### Met2 routing, run 1

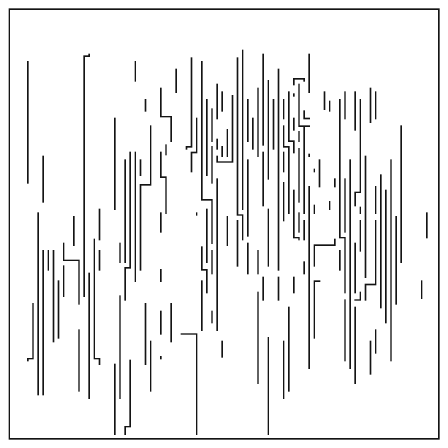
### Cell area per tile, run 1

Bar = 10 µm. The die is cut into 8 by 8 equal tiles; dark blue is low, red is high, 0 to 100% covered.
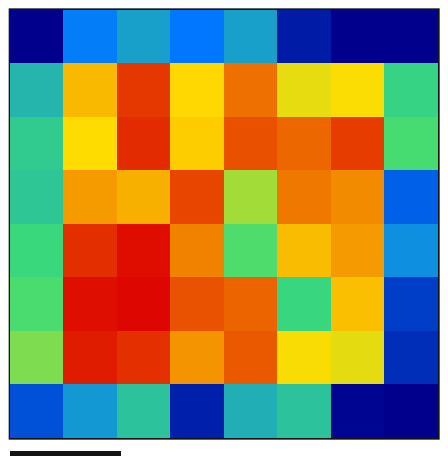
### The metal 1 layer, run 1

Cells faint in the background.
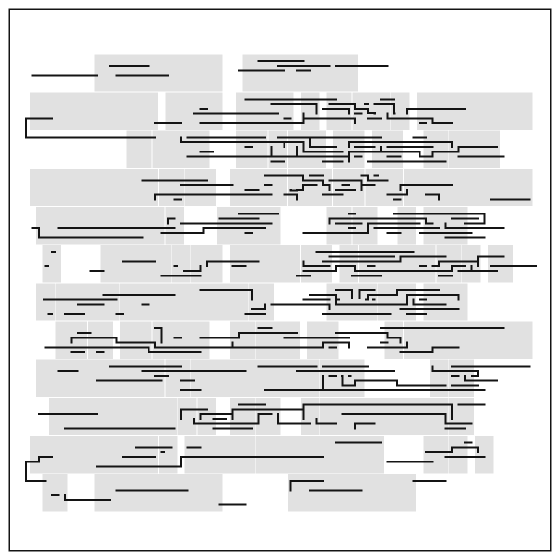
### Cell sizes after repair, run 1

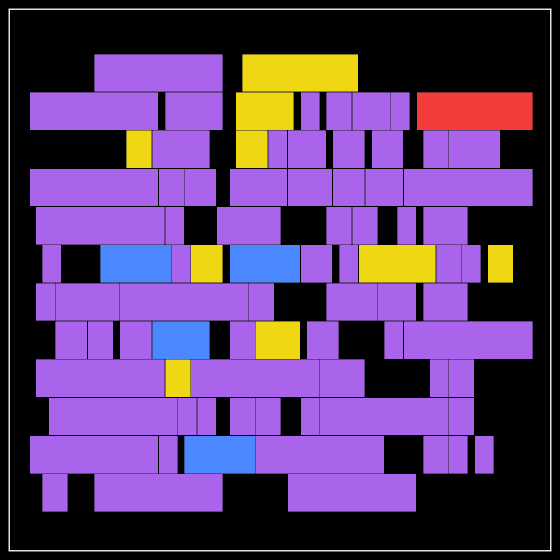
===== src/rtl/rr_arbiter_4_if.sv =====
// Request/grant bundle between requesters and the round-robin arbiter.
// master drives requests; slave (the arbiter) returns the registered grant.
interface rr_arbiter_4_if #(
  parameter int N = 4
) ();
  localparam int IW = $clog2(N);

  logic [N-1:0]  req;
  logic [N-1:0]  gnt;
  logic          valid;
  logic [IW-1:0] gnt_id;

  modport master (output req, input gnt, input valid, input gnt_id);
  modport slave  (input req, output gnt, output valid, output gnt_id);
endinterface


===== src/rtl/rr_arbiter_4.sv =====
// Round-robin arbiter with registered one-hot grant, grant hold while the
// owner keeps requesting, and a bounded hold length of MAX_HOLD cycles.
module rr_arbiter_4 #(
  parameter int N        = 4,
  parameter int MAX_HOLD = 4
) (
  input logic           clk,
  input logic           rst,
  rr_arbiter_4_if.slave arb
);
  localparam int IW = $clog2(N);
  localparam int CW = $clog2(MAX_HOLD + 1);
  localparam logic [CW-1:0] MAX_CNT  = CW'(MAX_HOLD);
  localparam logic [IW-1:0] LAST_IDX = IW'(N - 1);

  typedef enum logic [0:0] {
    IDLE = 1'b0,
    BUSY = 1'b1
  } state_e;

  state_e        state_q, state_d;
  logic [IW-1:0] ptr_q, ptr_d;
  logic [CW-1:0] cnt_q, cnt_d;
  logic [IW-1:0] owner_q, owner_d;
  logic [N-1:0]  gnt_q, gnt_d;
  logic          valid_q, valid_d;
  logic [IW-1:0] gnt_id_q, gnt_id_d;

  logic [IW-1:0] next_owner_s;
  logic [IW-1:0] start_s;
  logic [IW:0]   search_s;
  logic          hit_s;
  logic [IW-1:0] win_s;

  // First set bit of r scanning start, start+1, ... with wrap; MSB is the hit flag.
  // Scanning backwards lets the earliest position in the order overwrite later ones.
  function automatic logic [IW:0] search_f(input logic [N-1:0] r, input logic [IW-1:0] start);
    logic [IW:0]   res;
    logic [IW-1:0] pos;
    res = {(IW + 1){1'b0}};
    for (int k = N - 1; k >= 0; k--) begin
      pos = IW'((int'(start) + k) % N);
      if (r[pos]) begin
        res = {1'b1, pos};
      end
    end
    return res;
  endfunction

  function automatic logic [N-1:0] onehot_f(input logic [IW-1:0] idx);
    logic [N-1:0] v;
    v      = {N{1'b0}};
    v[idx] = 1'b1;
    return v;
  endfunction

  // Next-state: hold, hand over to the next requester in wrap order, or go idle.
  always_comb begin
    next_owner_s = (owner_q == LAST_IDX) ? {IW{1'b0}} : owner_q + IW'(1);
    start_s      = (state_q == BUSY) ? next_owner_s : ptr_q;
    search_s     = search_f(arb.req, start_s);
    hit_s        = search_s[IW];
    win_s        = search_s[IW-1:0];

    state_d  = state_q;
    ptr_d    = ptr_q;
    cnt_d    = cnt_q;
    owner_d  = owner_q;
    gnt_d    = gnt_q;
    valid_d  = valid_q;
    gnt_id_d = gnt_id_q;

    case (state_q)
      IDLE: begin
        if (hit_s) begin
          state_d  = BUSY;
          owner_d  = win_s;
          cnt_d    = CW'(1);
          gnt_d    = onehot_f(win_s);
          valid_d  = 1'b1;
          gnt_id_d = win_s;
        end else begin
          state_d  = IDLE;
          cnt_d    = {CW{1'b0}};
          gnt_d    = {N{1'b0}};
          valid_d  = 1'b0;
          gnt_id_d = {IW{1'b0}};
        end
      end
      BUSY: begin
        if (arb.req[owner_q] && (cnt_q < MAX_CNT)) begin
          cnt_d = cnt_q + CW'(1);
        end else begin
          ptr_d = next_owner_s;
          if (hit_s) begin
            owner_d  = win_s;
            cnt_d    = CW'(1);
            gnt_d    = onehot_f(win_s);
            valid_d  = 1'b1;
            gnt_id_d = win_s;
          end else begin
            state_d  = IDLE;
            cnt_d    = {CW{1'b0}};
            gnt_d    = {N{1'b0}};
            valid_d  = 1'b0;
            gnt_id_d = {IW{1'b0}};
          end
        end
      end
      default: begin
        state_d  = IDLE;
        cnt_d    = {CW{1'b0}};
        gnt_d    = {N{1'b0}};
        valid_d  = 1'b0;
        gnt_id_d = {IW{1'b0}};
      end
    endcase
  end

  // State and output registers; reset clears outputs without waiting for clk.
  always_ff @(posedge clk or posedge rst) begin
    if (rst) begin
      state_q  <= IDLE;
      ptr_q    <= {IW{1'b0}};
      cnt_q    <= {CW{1'b0}};
      owner_q  <= {IW{1'b0}};
      gnt_q    <= {N{1'b0}};
      valid_q  <= 1'b0;
      gnt_id_q <= {IW{1'b0}};
    end else begin
      state_q  <= state_d;
      ptr_q    <= ptr_d;
      cnt_q    <= cnt_d;
      owner_q  <= owner_d;
      gnt_q    <= gnt_d;
      valid_q  <= valid_d;
      gnt_id_q <= gnt_id_d;
    end
  end

  assign arb.gnt    = gnt_q;
  assign arb.valid  = valid_q;
  assign arb.gnt_id = gnt_id_q;
endmodule


===== src/flat_wrapper.sv =====
// flat-port wrapper written by rule: the top's interface ports become plain ports
module rr_arbiter_4_flat 
#(
  parameter int N        = 4,
  parameter int MAX_HOLD = 4
)
  (clk, rst, arb_req, arb_gnt, arb_valid, arb_gnt_id);
  rr_arbiter_4_if #(.N(N)) arb_i ();
  input logic clk;
  input logic rst;
  input wire logic [$bits(arb_i.req)-1:0] arb_req;
  output wire logic [$bits(arb_i.gnt)-1:0] arb_gnt;
  output wire logic [$bits(arb_i.valid)-1:0] arb_valid;
  output wire logic [$bits(arb_i.gnt_id)-1:0] arb_gnt_id;
  assign arb_i.req = arb_req;
  assign arb_gnt = arb_i.gnt;
  assign arb_valid = arb_i.valid;
  assign arb_gnt_id = arb_i.gnt_id;
  rr_arbiter_4 #(.N(N), .MAX_HOLD(MAX_HOLD)) u_core (.clk(clk), .rst(rst), .arb(arb_i));
endmodule

===== config.mk =====
export PLATFORM = sky130hd
export DESIGN_NAME = rr_arbiter_4_flat
export DESIGN_NICKNAME = d
export VERILOG_FILES = /design/src/rtl/rr_arbiter_4_if.sv /design/src/rtl/rr_arbiter_4.sv /design/src/flat_wrapper.sv
export SDC_FILE = /design/constraint.sdc
export NUM_CORES = 1
export LEC_CHECK = 0
export CAP_MARGIN = 10
export CORE_UTILIZATION = 62
export CTS_BUF_LIST = sky130_fd_sc_hd__clkbuf_8 sky130_fd_sc_hd__clkbuf_16
export DETAILED_ROUTE_END_ITERATION = 8
export DONT_BUFFER_PORTS = 1
export GPL_TIMING_DRIVEN = 0
export HOLD_SLACK_MARGIN = 0.1
export PLACE_DENSITY = 0.78
export SETUP_SLACK_MARGIN = 0.05
export SYNTH_ARGS = -nofsm -noshare
export SYNTH_HDL_FRONTEND = slang
export SYNTH_SLANG_ARGS = --single-unit

===== constraint.sdc =====
create_clock -name clk -period 4.1 [get_ports clk]
set_input_delay 0.82 -clock clk [delete_from_list [all_inputs] [get_ports clk]]
set_output_delay 0.82 -clock clk [all_outputs]
set_load 0.005 [all_outputs]

==> metrics.cfg, run 1 <==
[run]
warnings = 26

[worst_hold_path]
hold-path-endpoint = u_core.cnt_q[0]

[critical_path]
crit_path_max_incr_delay_ns = 0.44
reg2reg_slack_ns = 2.02
worstPathCellList = ha_1, nand2b_1, nor2_1, o31ai_1, o311ai_1, a22o_1
arrival_ns = 2.22
rr_endpoint = u_core.arb.gnt[1]
required_ns = 4.23
critPathMaxFanout = 6
critical_path_class = reg -> reg
cp_num_buf_inv = 0
r2r_start = u_core.owner_q[0]
cp_top_family = AND-OR/OR-AND gates
end_kind = flop
cp.depth = 6

[global_route]
grt_pass1_wl_mm = 2.55
grt_util_met3_pct = 6.98
overflow = 0

[clocking]
worstSkewPairLatency_ns = 0.24
cts_tree = built
ctsResizeCount = 0
clk_pin_slew_ns = 0.06
cts_sinks = 15
post_cts_buffers = 0
cts_buffers = 3
ctsLongestPathBuffers = 2

[yosys]
area_leaders = dfrtp_1 45%, nand2_1 4.1%, o21ai_1 3.6%, ha_1 3.0%, inv_1 2.7%
syn_nets = 89
ys_chip_area_um2 = 826
syn_area_per_cell_um2 = 10.2
ys_cells = 81
ys.flop_type = dfrtp_1
ys_warn_count = 0

[finish]
drive_gt1_share_pct = 16.5
regArea_um2 = 375

[timing]
period_used_pct = 50.9
slew_headroom_pct = 44.3
tns_ns = 0
worst_pin_slew_ns = 0.828
min_period_ns = 2.08
finalMaxSlewViolations = 0

[routing]
post_drt_wl_per_cell_um = 16.3
detail_route.vias_per_cell = 6.45
routed-wl-met2_um = 764
route.met3.wl_um = 104
drtAntennaViolNets = 0

[power]
p_int_mw = 0.425

[placement]
dpl.hpwl_mm = 1.25
buffer_ports.inserted = 0

[status]
outcome = finished, final reports clean

About 'Met2 routing':
main direction: vertical
wire length on this layer: 764 µm
longest straight run: 21.6 µm
nets with wire on the layer: 82
share of all routed wire: 47%
final wirelength: 1.61 mm
Global Route met2 Usage: 43.8%
via count: 639

About 'Cell area per tile':
nearly empty tiles: 7.8%
mean over tiles: 59%
tiles over 75% full: 44%
emptiest ninth of the die: bottom right
fullest tile: 99%
Core Util, Final: 76.0%
fp util: 70.5%
core box area: 1170 µm²

About 'The metal 1 layer':
main direction: horizontal
nets with wire on the layer: 89
share of all routed wire: 44%
wire length on this layer: 711 µm
met1 Resource Use GR: 32.4%

About 'Cell sizes after repair':
legend:
  _6 and larger:
    colour: blue
    cells: 4
    share: 4.7%
  _0 and _1 cells:
    colour: purple
    cells: 71
    share: 84%
  _3 and _4 cells:
    colour: red
    cells: 1
    share: 1.2%
  _2 cells:
    colour: yellow
    cells: 9
    share: 11%
final non-filler cell area: 890 µm²
Area Overhead vs Synth: 7.73%
Signal buffers: 3

[run 1: power groups by stage]
stage          clock network [mW]  registers (mW)  logic (mW)
2_1_floorplan                   0           0.250       0.274
3_3_place_gp                    0           0.261       0.319
3_5_place_dp                    0           0.264       0.331
4_1_cts                     0.119           0.261       0.332
5_1_grt                     0.128           0.269       0.363
6_report                    0.117           0.262       0.336
[run 1: flip-flops by register name, summed over array words and instances, names as in the netlist]
register	flops
u_core.arb.gnt_id	2
u_core.arb.valid	1
u_core.cnt_q	3
u_core.arb.gnt	4
u_core.owner_q	2
u_core.ptr_q	2
u_core.state_q	1
[run 1: area by class of cell]
cell class	instances	area share [%]
plain buffers	3	2.39
clock buffers	3	4.64
clock inverters	1	0.563
inverters	6	2.53
multi-input cells	57	45.7
flip-flops and latches	15	42.2
well taps	14	1.97
[run 1: cells in the mapped netlist, types with 2 or more instances]
master	number
dfrtp_1	15
nand2_1	9
inv_1	6
o21ai_1	6
a21oi_1	4
and2_1	3
nor2_1	3
o21ai_0	3
o31ai_1	3
buf_2	2
ha_1	2
mux2_1	2
nor2_2	2
nor3_1	2
[run 1: metrics by stage]
| stage | worst slack [ns] | utilization (%) | power [mW] |
|---|---|---|---|
| after CTS | 2.11 | 76.0 | 0.713 |
| after global routing | 2.03 | 76.0 | 0.759 |
| after global placement | 1.92 | 72.0 | 0.580 |
| final | 2.02 | 76.0 | 0.715 |
| after floorplan | 1.98 | - | 0.524 |
| after detailed placement | 1.90 | 72.0 | 0.594 |
[run 1: logic make-up after synthesis]
group	synth area share, %
AND/OR/NAND/NOR	16.8
AND-OR/OR-AND	18.6
flip-flops	45.5
buffers and inverters	5.30
multiplexers	10.8
adder cells (fa/ha/maj)	3.03
--- run 2 (diff from run 1) ---
CORE_UTILIZATION = 53   (was 62)
PLACE_DENSITY = 0.71   (was 0.78)
clock period = 1.9 ns   (was 4.1 ns; I/O delays follow)
==> metrics.cfg, run 2 <==
[status]
outcome = finished, final reports clean

[routing]
drtAntennaViolNets = 0
route.met3.wl_um = 73
detail_route.vias_per_cell = 6.09

[placement]
buffer_ports.inserted = 0
place_ws_ns = -0.110

[yosys]
ys.flop_type = dfrtp_1
area_leaders = dfrtp_1 45%, nand2_1 4.1%, o21ai_1 3.6%, ha_1 3.0%, inv_1 2.7%
ys_warn_count = 0
common_cells = 15 x dfrtp_1, 9 x nand2_1, 6 x inv_1, 6 x o21ai_1, 4 x a21oi_1
most_common_cell = dfrtp_1

[global_route]
grt_pass1_wl_mm = 2.73

[clocking]
ctsLongestPathBuffers = 2
cts_sinks = 15
worstSkewPairLatency_ns = 0.25

[timing]
worst_pin_slew_ns = 0.840
finalMaxSlewViolations = 0
period_used_pct = 95.5
tns_ns = 0
min_period_ns = 1.81

[finish]
drive_gt1_share_pct = 25.8

[power]
power_mw = 1.71

[critical_path]
required_ns = 2.03
critPathMaxFanout = 3
critical_path_class = reg -> reg
r2r_start = u_core.owner_q[1]
rr_endpoint = u_core.ptr_q[0]

run 2: cell counts after synthesis:
No cell type changed its count.
run 2: kinds of logic after synthesis:
group | synth area share (%)
DFF | 45.5
AOI/OAI and AO/OA | 18.6
muxes | 10.8
buffers and inverters | 5.30
adders and majority gates | 3.03
and+or+nand+nor | 16.8
run 2: power breakdown:
part	leakage, nW	internal [mW]	switching (mW)
registers	0.178	0.452	0.117
clock network	0.0269	0.143	0.103
logic	0.225	0.452	0.445
total	0.430	1.05	0.665
run 2: how the worst max path moves through the flow:
stage / start / to / slack, ns / cells past startpoint
global placement: u_core.owner_q[0] / u_core.arb.gnt[3] / -0.03 / 6
CTS: u_core.owner_q[1] / u_core.arb.gnt[3] / 0.05 / 6
global route: u_core.owner_q[0] / u_core.arb.gnt[3] / -0.02 / 6
finish: u_core.owner_q[1] / u_core.ptr_q[0] / 0.09 / 5
floorplan: u_core.owner_q[0] / u_core.arb.gnt[1] / 0.17 / 6
detailed placement: u_core.owner_q[0] / u_core.arb.gnt[1] / -0.11 / 6
run 2: metal layers:
metal	track usage, %	vias up
met1	27.5	308
met5	0	-
met4	7.74	0
met3	8.26	3
met2	32.8	15
li1	-	307
run 2: cell type report:
class                      instances  area (µm²)
multi-input combinational         57         452
fill                             108         397
sequential                        15         378
clock buffer                       3        41.3
timing repair buffer               4        32.5
inverter                           6        22.5
buffer                             3        21.3
tap                               15        18.8
clock inverter                     1        3.75
run 2: what timing repair did:
action	4_1_cts	5_1_grt
hold buffers	1	0
endpoints found under the hold margin	15	0
pin swaps	1	3
setup endpoints to repair	7	5
cloned	0	0
resized	5	6
setup buffers	1	2
run 2: worst max-delay path: stages, from the launching register on:
cell and delay (ns):
dfrtp_2 0.40, buf_4 0.13, mux4_2 0.51, nand2b_2 0.14, and2_1 0.18, mux2_1 0.33
### Cell area per tile, run 2

Bar = 10 µm. The die is cut into 8 by 8 equal tiles; dark blue is low, red is high, 0 to 100% covered.
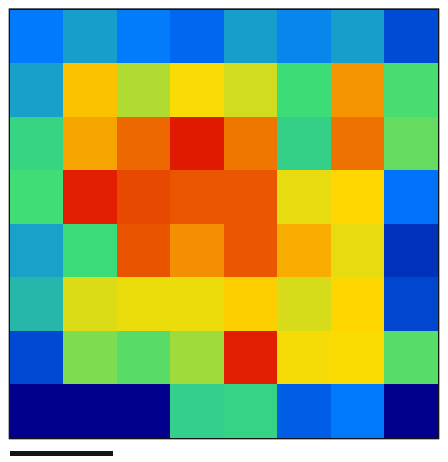
fullest tile: 97%
nearly empty tiles: 6.2%
emptiest ninth of the die: bottom left
core box area: 1370 µm²
Core Util, Final: 71.0%
fp util: 60.4%

### Cell sizes after repair, run 2

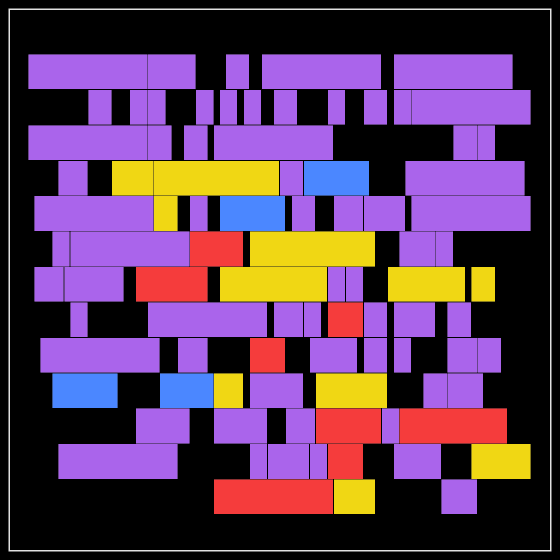
legend:
  _2 cells:
    colour: yellow
    cells: 11
    share: 12%
  _6 and larger:
    colour: blue
    cells: 4
    share: 4.5%
  _3 and _4 cells:
    colour: red
    cells: 8
    share: 9.0%
  _0 and _1 cells:
    colour: purple
    cells: 66
    share: 74%
Worst Slack Setup Final: 0.0863 ns
Signal buffers: 7
final non-filler cell area: 970 µm²
Area Overhead vs Synth: 17.4%

### The metal 1 layer, run 2

Cells faint in the background.
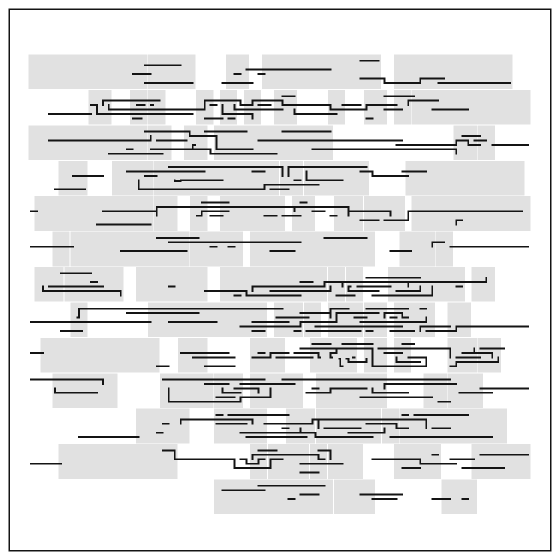
longest straight run: 15.6 µm
share of all routed wire: 46%
wire length on this layer: 763 µm
nets with wire on the layer: 91
final wirelength: 1.67 mm
met1 Resource Use GR: 27.5%
via count: 633

Power is estimated from default activity; no workload was simulated.
